[config.mk]
export PLATFORM = sky130hd
export DESIGN_NAME = id_ex_hazard_stage_flat
export DESIGN_NICKNAME = d
export VERILOG_FILES = /design/src/rtl/id_ex_hazard_stage_if.sv /design/src/rtl/id_ex_hazard_stage.sv /design/src/flat_wrapper.sv
export SDC_FILE = /design/constraint.sdc
export NUM_CORES = 1
export LEC_CHECK = 0
export CORE_MARGIN = 2
export CORE_UTILIZATION = 37
export CTS_CLUSTER_DIAMETER = 200
export DETAILED_ROUTE_END_ITERATION = 10
export HOLD_SLACK_MARGIN = 0.03
export PLACE_DENSITY = 0.79
export SLEW_MARGIN = 25
export SYNTH_ARGS = -nofsm -noshare
export SYNTH_HDL_FRONTEND = slang
export SYNTH_SLANG_ARGS = --single-unit
[constraint.sdc]
create_clock -name clk -period 2.1 [get_ports clk]
set_clock_uncertainty 0.15 [all_clocks]
set_input_delay 0.315 -clock clk [delete_from_list [all_inputs] [get_ports clk]]
set_output_delay 0.315 -clock clk [all_outputs]
set_load 0.01 [all_outputs]
[src/rtl/id_ex_hazard_stage_if.sv]
// id_ex_hazard_stage_if: ID-side inputs and EX-side outputs of the ID/EX stage
interface id_ex_hazard_stage_if #(
  parameter int DATA_W = 32,
  parameter int CNT_W  = 16
);
  logic [4:0]        id_rs, id_rt, id_rd;
  logic [0:7]        id_ctrl;
  logic [DATA_W-1:0] id_rdata1, id_rdata2, id_imm, id_pc;
  logic              hold, flush, cnt_clr;
  logic [4:0]        ex_rs, ex_rt, ex_rd;
  logic [0:7]        ex_ctrl;
  logic [DATA_W-1:0] ex_rdata1, ex_rdata2, ex_imm, ex_pc;
  logic              pc_write, ifid_write;
  logic [CNT_W-1:0]  stall_cnt;
  modport master (
    output id_rs, id_rt, id_rd, id_ctrl, id_rdata1, id_rdata2, id_imm, id_pc,
           hold, flush, cnt_clr,
    input  ex_rs, ex_rt, ex_rd, ex_ctrl, ex_rdata1, ex_rdata2, ex_imm, ex_pc,
           pc_write, ifid_write, stall_cnt
  );
  modport slave (
    input  id_rs, id_rt, id_rd, id_ctrl, id_rdata1, id_rdata2, id_imm, id_pc,
           hold, flush, cnt_clr,
    output ex_rs, ex_rt, ex_rd, ex_ctrl, ex_rdata1, ex_rdata2, ex_imm, ex_pc,
           pc_write, ifid_write, stall_cnt
  );
endinterface

[src/rtl/id_ex_hazard_stage.sv]
// id_ex_hazard_stage: ID/EX pipeline register with load-use bubble insertion and stall counter
module id_ex_hazard_stage #(
  parameter int DATA_W      = 32,
  parameter int CNT_W       = 16,
  parameter int MEMREAD_BIT = 2
) (
  input logic clk,
  input logic rst,
  id_ex_hazard_stage_if.slave b
);
  logic lu, bubble;
  // a load in EX whose destination is read by the instruction in ID cannot forward in time
  always_comb begin
    lu = b.ex_ctrl[MEMREAD_BIT] && (b.ex_rt != 5'd0) && (b.ex_rt == b.id_rs || b.ex_rt == b.id_rt);
    bubble = b.flush || lu;
    b.pc_write = rst && !b.hold && (b.flush || !lu);
    b.ifid_write = b.pc_write;
  end
  // EX registers: freeze on hold, bubble on flush or load-use, otherwise capture ID
  always_ff @(posedge clk or negedge rst)
    if (!rst) begin
      b.ex_rs <= '0;
      b.ex_rt <= '0;
      b.ex_rd <= '0;
      b.ex_ctrl <= '0;
      b.ex_rdata1 <= '0;
      b.ex_rdata2 <= '0;
      b.ex_imm <= '0;
      b.ex_pc <= '0;
    end else if (!b.hold) begin
      b.ex_rs <= bubble ? '0 : b.id_rs;
      b.ex_rt <= bubble ? '0 : b.id_rt;
      b.ex_rd <= bubble ? '0 : b.id_rd;
      b.ex_ctrl <= bubble ? '0 : b.id_ctrl;
      b.ex_rdata1 <= bubble ? '0 : b.id_rdata1;
      b.ex_rdata2 <= bubble ? '0 : b.id_rdata2;
      b.ex_imm <= bubble ? '0 : b.id_imm;
      b.ex_pc <= bubble ? '0 : b.id_pc;
    end
  // saturating count of load-use bubbles; clear wins over a same-edge increment
  always_ff @(posedge clk or negedge rst)
    if (!rst) b.stall_cnt <= '0;
    else if (!b.hold)
      b.stall_cnt <= b.cnt_clr ? '0 :
                     (lu && !b.flush && b.stall_cnt != '1) ? b.stall_cnt + 1'b1 : b.stall_cnt;
endmodule
[src/flat_wrapper.sv]
// flat-port wrapper written by rule: the top's interface ports become plain ports
module id_ex_hazard_stage_flat 
#(
  parameter int DATA_W      = 32,
  parameter int CNT_W       = 16,
  parameter int MEMREAD_BIT = 2
)
  (clk, rst, b_id_rs, b_id_rt, b_id_rd, b_id_ctrl, b_id_rdata1, b_id_rdata2, b_id_imm, b_id_pc, b_hold, b_flush, b_cnt_clr, b_ex_rs, b_ex_rt, b_ex_rd, b_ex_ctrl, b_ex_rdata1, b_ex_rdata2, b_ex_imm, b_ex_pc, b_pc_write, b_ifid_write, b_stall_cnt);
  id_ex_hazard_stage_if #(.DATA_W(DATA_W), .CNT_W(CNT_W)) b_i ();
  input logic clk;
  input logic rst;
  input wire logic [$bits(b_i.id_rs)-1:0] b_id_rs;
  input wire logic [$bits(b_i.id_rt)-1:0] b_id_rt;
  input wire logic [$bits(b_i.id_rd)-1:0] b_id_rd;
  input wire logic [$bits(b_i.id_ctrl)-1:0] b_id_ctrl;
  input wire logic [$bits(b_i.id_rdata1)-1:0] b_id_rdata1;
  input wire logic [$bits(b_i.id_rdata2)-1:0] b_id_rdata2;
  input wire logic [$bits(b_i.id_imm)-1:0] b_id_imm;
  input wire logic [$bits(b_i.id_pc)-1:0] b_id_pc;
  input wire logic [$bits(b_i.hold)-1:0] b_hold;
  input wire logic [$bits(b_i.flush)-1:0] b_flush;
  input wire logic [$bits(b_i.cnt_clr)-1:0] b_cnt_clr;
  output wire logic [$bits(b_i.ex_rs)-1:0] b_ex_rs;
  output wire logic [$bits(b_i.ex_rt)-1:0] b_ex_rt;
  output wire logic [$bits(b_i.ex_rd)-1:0] b_ex_rd;
  output wire logic [$bits(b_i.ex_ctrl)-1:0] b_ex_ctrl;
  output wire logic [$bits(b_i.ex_rdata1)-1:0] b_ex_rdata1;
  output wire logic [$bits(b_i.ex_rdata2)-1:0] b_ex_rdata2;
  output wire logic [$bits(b_i.ex_imm)-1:0] b_ex_imm;
  output wire logic [$bits(b_i.ex_pc)-1:0] b_ex_pc;
  output wire logic [$bits(b_i.pc_write)-1:0] b_pc_write;
  output wire logic [$bits(b_i.ifid_write)-1:0] b_ifid_write;
  output wire logic [$bits(b_i.stall_cnt)-1:0] b_stall_cnt;
  assign b_i.id_rs = b_id_rs;
  assign b_i.id_rt = b_id_rt;
  assign b_i.id_rd = b_id_rd;
  assign b_i.id_ctrl = b_id_ctrl;
  assign b_i.id_rdata1 = b_id_rdata1;
  assign b_i.id_rdata2 = b_id_rdata2;
  assign b_i.id_imm = b_id_imm;
  assign b_i.id_pc = b_id_pc;
  assign b_i.hold = b_hold;
  assign b_i.flush = b_flush;
  assign b_i.cnt_clr = b_cnt_clr;
  assign b_ex_rs = b_i.ex_rs;
  assign b_ex_rt = b_i.ex_rt;
  assign b_ex_rd = b_i.ex_rd;
  assign b_ex_ctrl = b_i.ex_ctrl;
  assign b_ex_rdata1 = b_i.ex_rdata1;
  assign b_ex_rdata2 = b_i.ex_rdata2;
  assign b_ex_imm = b_i.ex_imm;
  assign b_ex_pc = b_i.ex_pc;
  assign b_pc_write = b_i.pc_write;
  assign b_ifid_write = b_i.ifid_write;
  assign b_stall_cnt = b_i.stall_cnt;
  id_ex_hazard_stage #(.DATA_W(DATA_W), .CNT_W(CNT_W), .MEMREAD_BIT(MEMREAD_BIT)) u_core (.clk(clk), .rst(rst), .b(b_i));
endmodule
Fig. 1: run 1, signal wires on met2
Scale: 2 px per um. Cells faint in the background.
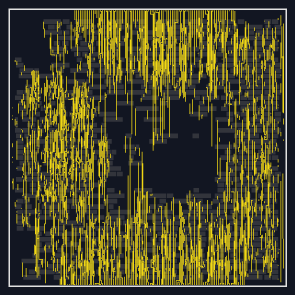
nets with wire on the layer: 948
wire length on this layer: 11700 um
share of all routed wire: 50%
longest straight run: 69.7 um
via count: 6009
DRT Wirelength: 23200 um
M2 GR Usage: 0.404

Fig. 2: run 1, track usage over the die
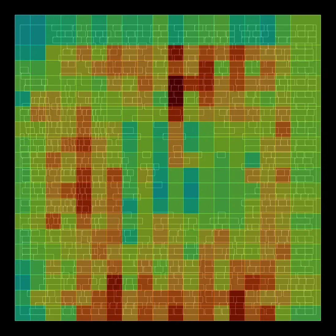
GR Layer Usage met3: 0.0662
WL/cell: 20.6 um
GR peak layer: met2

Fig. 3: run 1, layout detail
Window x 49 to 89, y 76 to 116 um. Cells in gray, sequential cells in the stronger gray; small squares are vias.
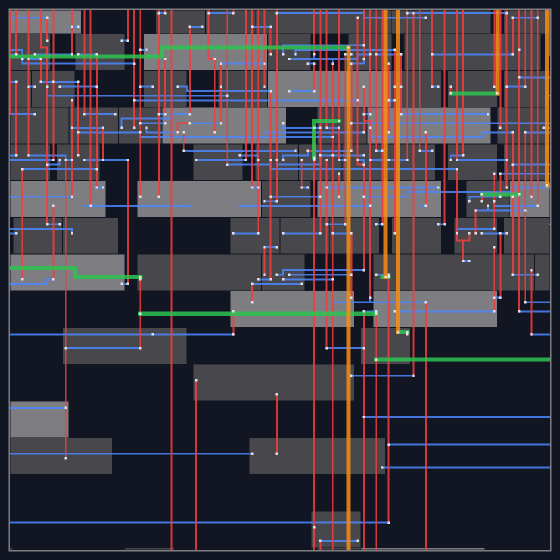
| layer | color |
|---|---|
| metal 4 | orange |
| metal 1 | blue |
| metal 2 | red |
| metal 3 | green |
sequential cells in the window: 11
netlist names of flops here include: `u_core.b.ex_pc` (6), `u_core.b.ex_imm` (5)
cells with their middle in the window: 58
most frequent: clkdlybuf4s50_1 (24), a22o_1 (12), dfrtp_1 (11)

==> flow_summary.toml, run 1 <==
# flow metrics
[layout]
syn_to_final_growth_pct = 76.9
regArea_sq_um = 4190
finalInstanceArea_sq_um = 11700
num_antenna_cells = 1
fin_util = 0.672
fill_cells = 1263
drive_gt1_frac = 0.164
comb_share = 0.199

[clocking]
clk_latency_ns = 0.43
clock_path_buffers = 2

[synthesis]
syn_nets = 661
synth.most_common_cell = "dfrtp_1"
ff_type = "dfrtp_1"
synthTopCellsByCount = "dfrtp_1 (167), a22o_1 (151), clkbuf_1 (23), nand3_1 (18), nand2_1 (15)"
yosysWarnings = 0
syn-instance-count = 504
yosys.area.top_type = "dfrtp_1"
yosys_area_sq_um = 6620
synth_adder_area_share = 0.00189
synth-cells-yosys = 504

[status]
violations = "negative setup slack"
status = "finished, violations left"

[floorplan]
ioPinCount = 325
floorplan.core_util = 0.380

[placement]
io_buffers = 324
post-place-ws_ns = -0.575

[final_timing]
setup_ws_ns = -0.283
worst_slew_pin_slew_ns = 1.03
hold_ws_ns = 0.0955
finalSetupViolations = 158

[global_route]
antenna_found_initial = 0
grt_use_total = 0.238

[power_and_ir_drop]
clkPwrFrac = 0.370

[critical_path]
end_kind = "register"
critPathMaxFanout = 12
arrival_ns = 2.54
startpoint_type = "register"

[min_path]
min_path_type = "input port to register"
run 1: metal layers:
layer | track usage | vias up
met5 | 0 | -
met4 | 0.0794 | 0
met3 | 0.0662 | 41
met2 | 0.404 | 263
met1 | 0.292 | 2978
li1 | - | 2727
run 1: sequential cells by signal (all words and copies together) (netlist names):
signal              flops
u_core.b.ex_imm        32
u_core.b.ex_rs          5
u_core.b.ex_ctrl        8
u_core.b.ex_rdata2     32
u_core.b.ex_rt          5
u_core.b.ex_rd          5
u_core.b.ex_pc         32
u_core.b.stall_cnt     16
u_core.b.ex_rdata1     32
run 1: worst paths after layout:
check,end,start,depth (start not counted)
worst max register to register,u_core.b.ex_pc[4]$_DFFE_PN0N_,u_core.b.ex_rt[2]$_DFFE_PN0N_,12
max in group asynchronous,u_core.b.ex_rt[3]$_DFFE_PN0N_,rst,3
worst min register to register,u_core.b.ex_ctrl[7]$_DFFE_PN0N_,u_core.b.ex_ctrl[7]$_DFFE_PN0N_,1
min in group asynchronous,u_core.b.stall_cnt[15]$_DFFE_PN0P_,rst,3
worst max-delay path,u_core.b.ex_pc[4]$_DFFE_PN0N_,u_core.b.ex_rt[2]$_DFFE_PN0N_,12
worst min-delay path,u_core.b.ex_rt[4]$_DFFE_PN0N_,b_hold,2
run 1: cell usage in the layout (no fill, tap or decap), drive strengths merged, types with 9 or more instances in the layout:
master and instances:
clkdlybuf4s50 317, dfrtp 167, a22o 151, buf 83, nand3 19, clkbuf 18, nand2 15, o21ai 11
xnor2 10, inv 9
run 1: power by group through the flow:
stage / sequential (mW) / clock, mW / combinational, mW
after CTS: 3.63 / 3.29 / 1.86
after global placement: 3.67 / 0 / 1.66
after floorplan: 3.80 / 0 / 0.434
after detailed placement: 3.68 / 0 / 1.67
after global routing: 3.66 / 3.44 / 1.98
final: 3.63 / 3.23 / 1.86
==> run 2: changes to the inputs <==
- ABC_CLOCK_PERIOD_IN_PS: unset -> 2100
- SLEW_MARGIN: 25 -> unset
==> run 2 against run 1 <==
The run still ends with negative setup slack left. Area after synthesis stayed put. Register-to-register slack hardly changed. Combinational power hardly changed. Setup slack stayed put. Final cell count stayed put. Synthesized cell count stayed put. Design area stayed put. Largest cell class unchanged.
==> flow_summary.toml, run 2 <==
# flow metrics
[placement]
io_buffers = 324

[status]
violations = "negative setup slack"
status = "finished, violations left"

[synthesis]
synthTopCellsByCount = "dfrtp_1 (167), a22o_1 (151), clkbuf_1 (23), nand3_1 (18), nand2_1 (15)"
syn-instance-count = 504
synth-cells-yosys = 504
synth_adder_area_share = 0.00189
yosys.area.top_type = "dfrtp_1"
syn_nets = 661
ff_type = "dfrtp_1"

[layout]
lay_top_cells = "clkdlybuf4s50_1 (317), dfrtp_1 (160), a22o_1 (151)"
mostFrequentLayoutCell = "clkdlybuf4s50_1"
finalInstanceArea_sq_um = 11700
drive_gt1_frac = 0.164
fill_cells = 1263
syn_to_final_growth_pct = 76.9
fin_util = 0.672

[global_route]
grt-busiest-layer = "met2"
grt_overflow_total = 0
met3_usage = 0.0662
grt_util_met1 = 0.292
grt_use_total = 0.238
antenna_found_initial = 0
met2_usage = 0.404

[final_timing]
relSlewSlack = 0.313
worst_slew_pin_slew_ns = 1.03
finalSetupViolations = 158
setup_ws_ns = -0.283

[route]
drt_wl_total_um = 23200
vias = 6009
wl_per_cell_um = 20.6

[min_path]
min_path_type = "input port to register"
min_path_cells = 2
min-delay-start = "b_hold"
min_to = "u_core.b.ex_rt[4]$_DFFE_PN0N_"

[clocking]
clk_latency_ns = 0.43
clock_path_buffers = 2

[critical_path]
startpoint_type = "register"
critPathMaxFanout = 12
end_kind = "register"
r2r-end = "u_core.b.ex_pc[4]$_DFFE_PN0N_"
arrival_ns = 2.54

[floorplan]
floorplan.core_util = 0.380
## run 2: worst max-delay path by stage
stage / start / end / slack, ns / cells after the start
4_1_cts: u_core.b.ex_rt[2]$_DFFE_PN0N_ / b_pc_write / -0.29 / 6
2_1_floorplan: u_core.b.ex_rt[4]$_DFFE_PN0N_ / b_pc_write / 0.004 / 8
3_3_place_gp: b_id_rs[2] / b_ifid_write / -0.58 / 7
3_5_place_dp: b_id_rs[2] / b_pc_write / -0.57 / 7
6_report: u_core.b.ex_rt[2]$_DFFE_PN0N_ / u_core.b.ex_pc[4]$_DFFE_PN0N_ / -0.28 / 12
5_1_grt: u_core.b.ex_rt[2]$_DFFE_PN0N_ / b_pc_write / -0.36 / 6
## run 2: final cells by class
class | count | area, sq um | share of cell area
Clock buffer | 18 | 429 | 0.0367
Timing Repair Buffer | 408 | 4290 | 0.366
Multi-Input combinational cell | 288 | 2330 | 0.199
Clock inverter | 13 | 173 | 0.0147
Inverter | 5 | 18.8 | 0.00160
Antenna cell | 1 | 2.50 | 0.000214
Tap cell | 225 | 282 | 0.0240
Sequential cell | 167 | 4190 | 0.358
## run 2: report_power, final
| group | total [mW] | leakage, nW | internal [mW] | switching, mW |
|---|---|---|---|---|
| combinational | 1.86 | 2.64 | 1.13 | 0.728 |
| sequential | 3.63 | 2.17 | 3.47 | 0.161 |
| clock | 3.23 | 0.291 | 1.89 | 1.34 |
## run 2: stage by stage
stage                     setup WS [ns]  hold slack, ns
after floorplan                 0.00388          -0.131
after global placement           -0.583           0.341
after detailed placement         -0.575           0.346
after CTS                        -0.292          0.0802
after global routing             -0.364          0.0817
final                            -0.283          0.0955
## run 2: worst max-delay path, delay by kind of cell, from the launching register on
family,cells,cell delay [ns]
xor+xnor,1,0.14
flops,1,0.46
simple gates,1,0.09
compound gates,3,0.40
buf+inv,7,0.99
Fig. 4: run 2, layout detail
Window x 49 to 89, y 76 to 116 um. Cells in gray, sequential cells in the stronger gray; small squares are vias.
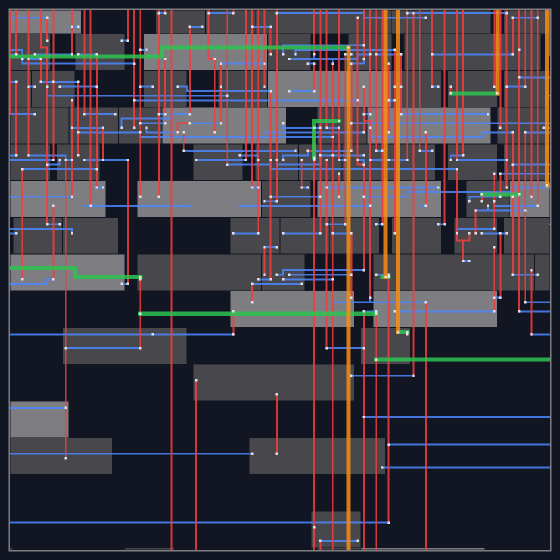
| layer | color |
|---|---|
| metal 3 | green |
| metal 4 | orange |
| metal 2 | red |
| metal 1 | blue |
cells with their middle in the window: 58
netlist names of flops here include: `u_core.b.ex_pc` (6), `u_core.b.ex_imm` (5)
sequential cells in the window: 11
most frequent: clkdlybuf4s50_1 (24), a22o_1 (12), dfrtp_1 (11)

==> run 3: changes to the inputs <==
- CTS_CLUSTER_SIZE: unset -> 25
- GPL_ROUTABILITY_DRIVEN: unset -> 0
==> run 3 against run 2 <==
The flow still finishes with violations (negative setup slack). Area after synthesis unchanged. Sequential share of layout area unchanged. Register-to-register slack about the same. Setup slack unchanged. Combinational power about the same. Via count unchanged. First-iteration DRC count unchanged. Clock power about the same. Largest power group unchanged. Highest routed layer unchanged.
==> flow_summary.toml, run 3 <==
# flow metrics
[synthesis]
synth.most_common_cell = "dfrtp_1"
syn_nets = 661
ff_type = "dfrtp_1"
synthTopCellsByCount = "dfrtp_1 (167), a22o_1 (151), clkbuf_1 (23), nand3_1 (18), nand2_1 (15)"
synth-cells-yosys = 504
yosys.area.top_type = "dfrtp_1"

[critical_path]
r2r-end = "u_core.b.ex_pc[4]$_DFFE_PN0N_"
critPathLaunch = "u_core.b.ex_rt[2]$_DFFE_PN0N_"
end_kind = "register"
startpoint_type = "register"

[clocking]
clock_path_buffers = 2
clk_latency_ns = 0.43

[layout]
lay_top_cells = "clkdlybuf4s50_1 (317), dfrtp_1 (160), a22o_1 (151)"
syn_to_final_growth_pct = 76.9
mostFrequentLayoutCell = "clkdlybuf4s50_1"
drive_gt1_frac = 0.164

[final_timing]
finalSetupViolations = 158
worst_slew_pin_slew_ns = 1.03
relSlewSlack = 0.313
setup_ws_ns = -0.283

[min_path]
min_path_type = "input port to register"
min_to = "u_core.b.ex_rt[4]$_DFFE_PN0N_"
min-delay-start = "b_hold"
min_path_cells = 2

[global_route]
antenna_found_initial = 0
grt_overflow_total = 0
grt_use_total = 0.238

[status]
status = "finished, violations left"
violations = "negative setup slack"

[placement]
io_buffers = 324

[power_and_ir_drop]
vdd_drop_max_mv = 0.583

[route]
vias = 6009
wl_per_cell_um = 20.6

[floorplan]
floorplan.core_util = 0.380
-- run 3: cell counts after synthesis --
Identical to the previous run, type by type.
-- run 3: where the power goes --
part	switching (mW)	internal (mW)
registers	0.161	3.47
logic	0.728	1.13
clock network	1.34	1.89
-- run 3: stage by stage --
stage	hold slack (ns)	setup slack (ns)	cells	TNS (ns)
after global placement	0.341	-0.583	1063	-49.64
after detailed placement	0.346	-0.575	1063	-57.21
after global routing	0.0817	-0.364	1124	-46.55
after CTS	0.0802	-0.292	1123	-37.01
after floorplan	-0.131	0.00388	504	0
final	0.0955	-0.283	1125	-35.17
-- run 3: cell type report --
type                            instances  area (sq um)
Clock inverter                         13           173
Multi-Input combinational cell        288          2330
Sequential cell                       167          4190
Fill cell                            1263          5710
Clock buffer                           18           429
Timing Repair Buffer                  408          4290
Tap cell                              225           282
Antenna cell                            1          2.50
Inverter                                5          18.8
-- run 3: per-layer routing --
metal,GRT usage,vias up,wire (um)
li1,-,2727,-
met1,0.292,2978,9200
met2,0.404,263,11700
met3,0.0662,41,1810
met4,0.0794,0,546
met5,0,-,0
-- run 3: cell families (layout without fill, tap and decap cells) --
group / count (synthesis) / in the layout / share of synthesized area
AND/OR/NAND/NOR: 80 / 80 / 0.0662
adder cells (fa/ha/maj): 1 / 1 / 0.00189
flip-flops: 167 / 167 / 0.631
AND-OR/OR-AND: 197 / 197 / 0.251
other: 0 / 1 / 0
buffers and inverters: 49 / 444 / 0.0359
XOR/XNOR: 10 / 10 / 0.0132
-- run 3: critical path, stage by stage, from the launching register on --
cell and delay (ns):
dfrtp_2 0.46, buf_4 0.17, xnor2_2 0.14, nand2_1 0.09, buf_4 0.14, o22ai_4 0.17, buf_6 0.13, a21boi_4 0.05
buf_4 0.14, buf_12 0.13, buf_4 0.14, buf_16 0.14, a22o_1 0.18
Fig. 5: run 3, register map, names as in the netlist
Scale: 3 px per um.
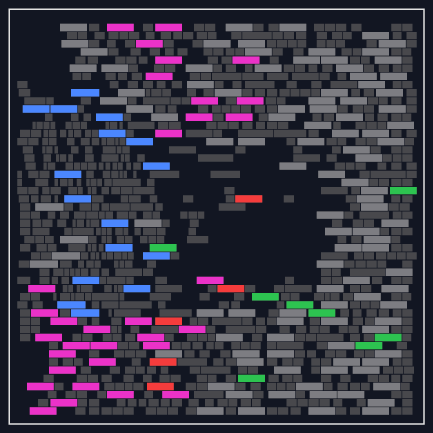
| signal | color | sequential cells |
|---|---|---|
| `u_core.b.stall_cnt` | blue | 16 |
| `u_core.b.ex_ctrl` | green | 8 |
| `u_core.b.ex_pc` | magenta | 32 |
| `u_core.b.ex_rs` | red | 5 |
Seq/total area: 0.358
storage element area: 4190 sq um
Finished Core Util: 0.672

Power is estimated from default activity; no workload was simulated.
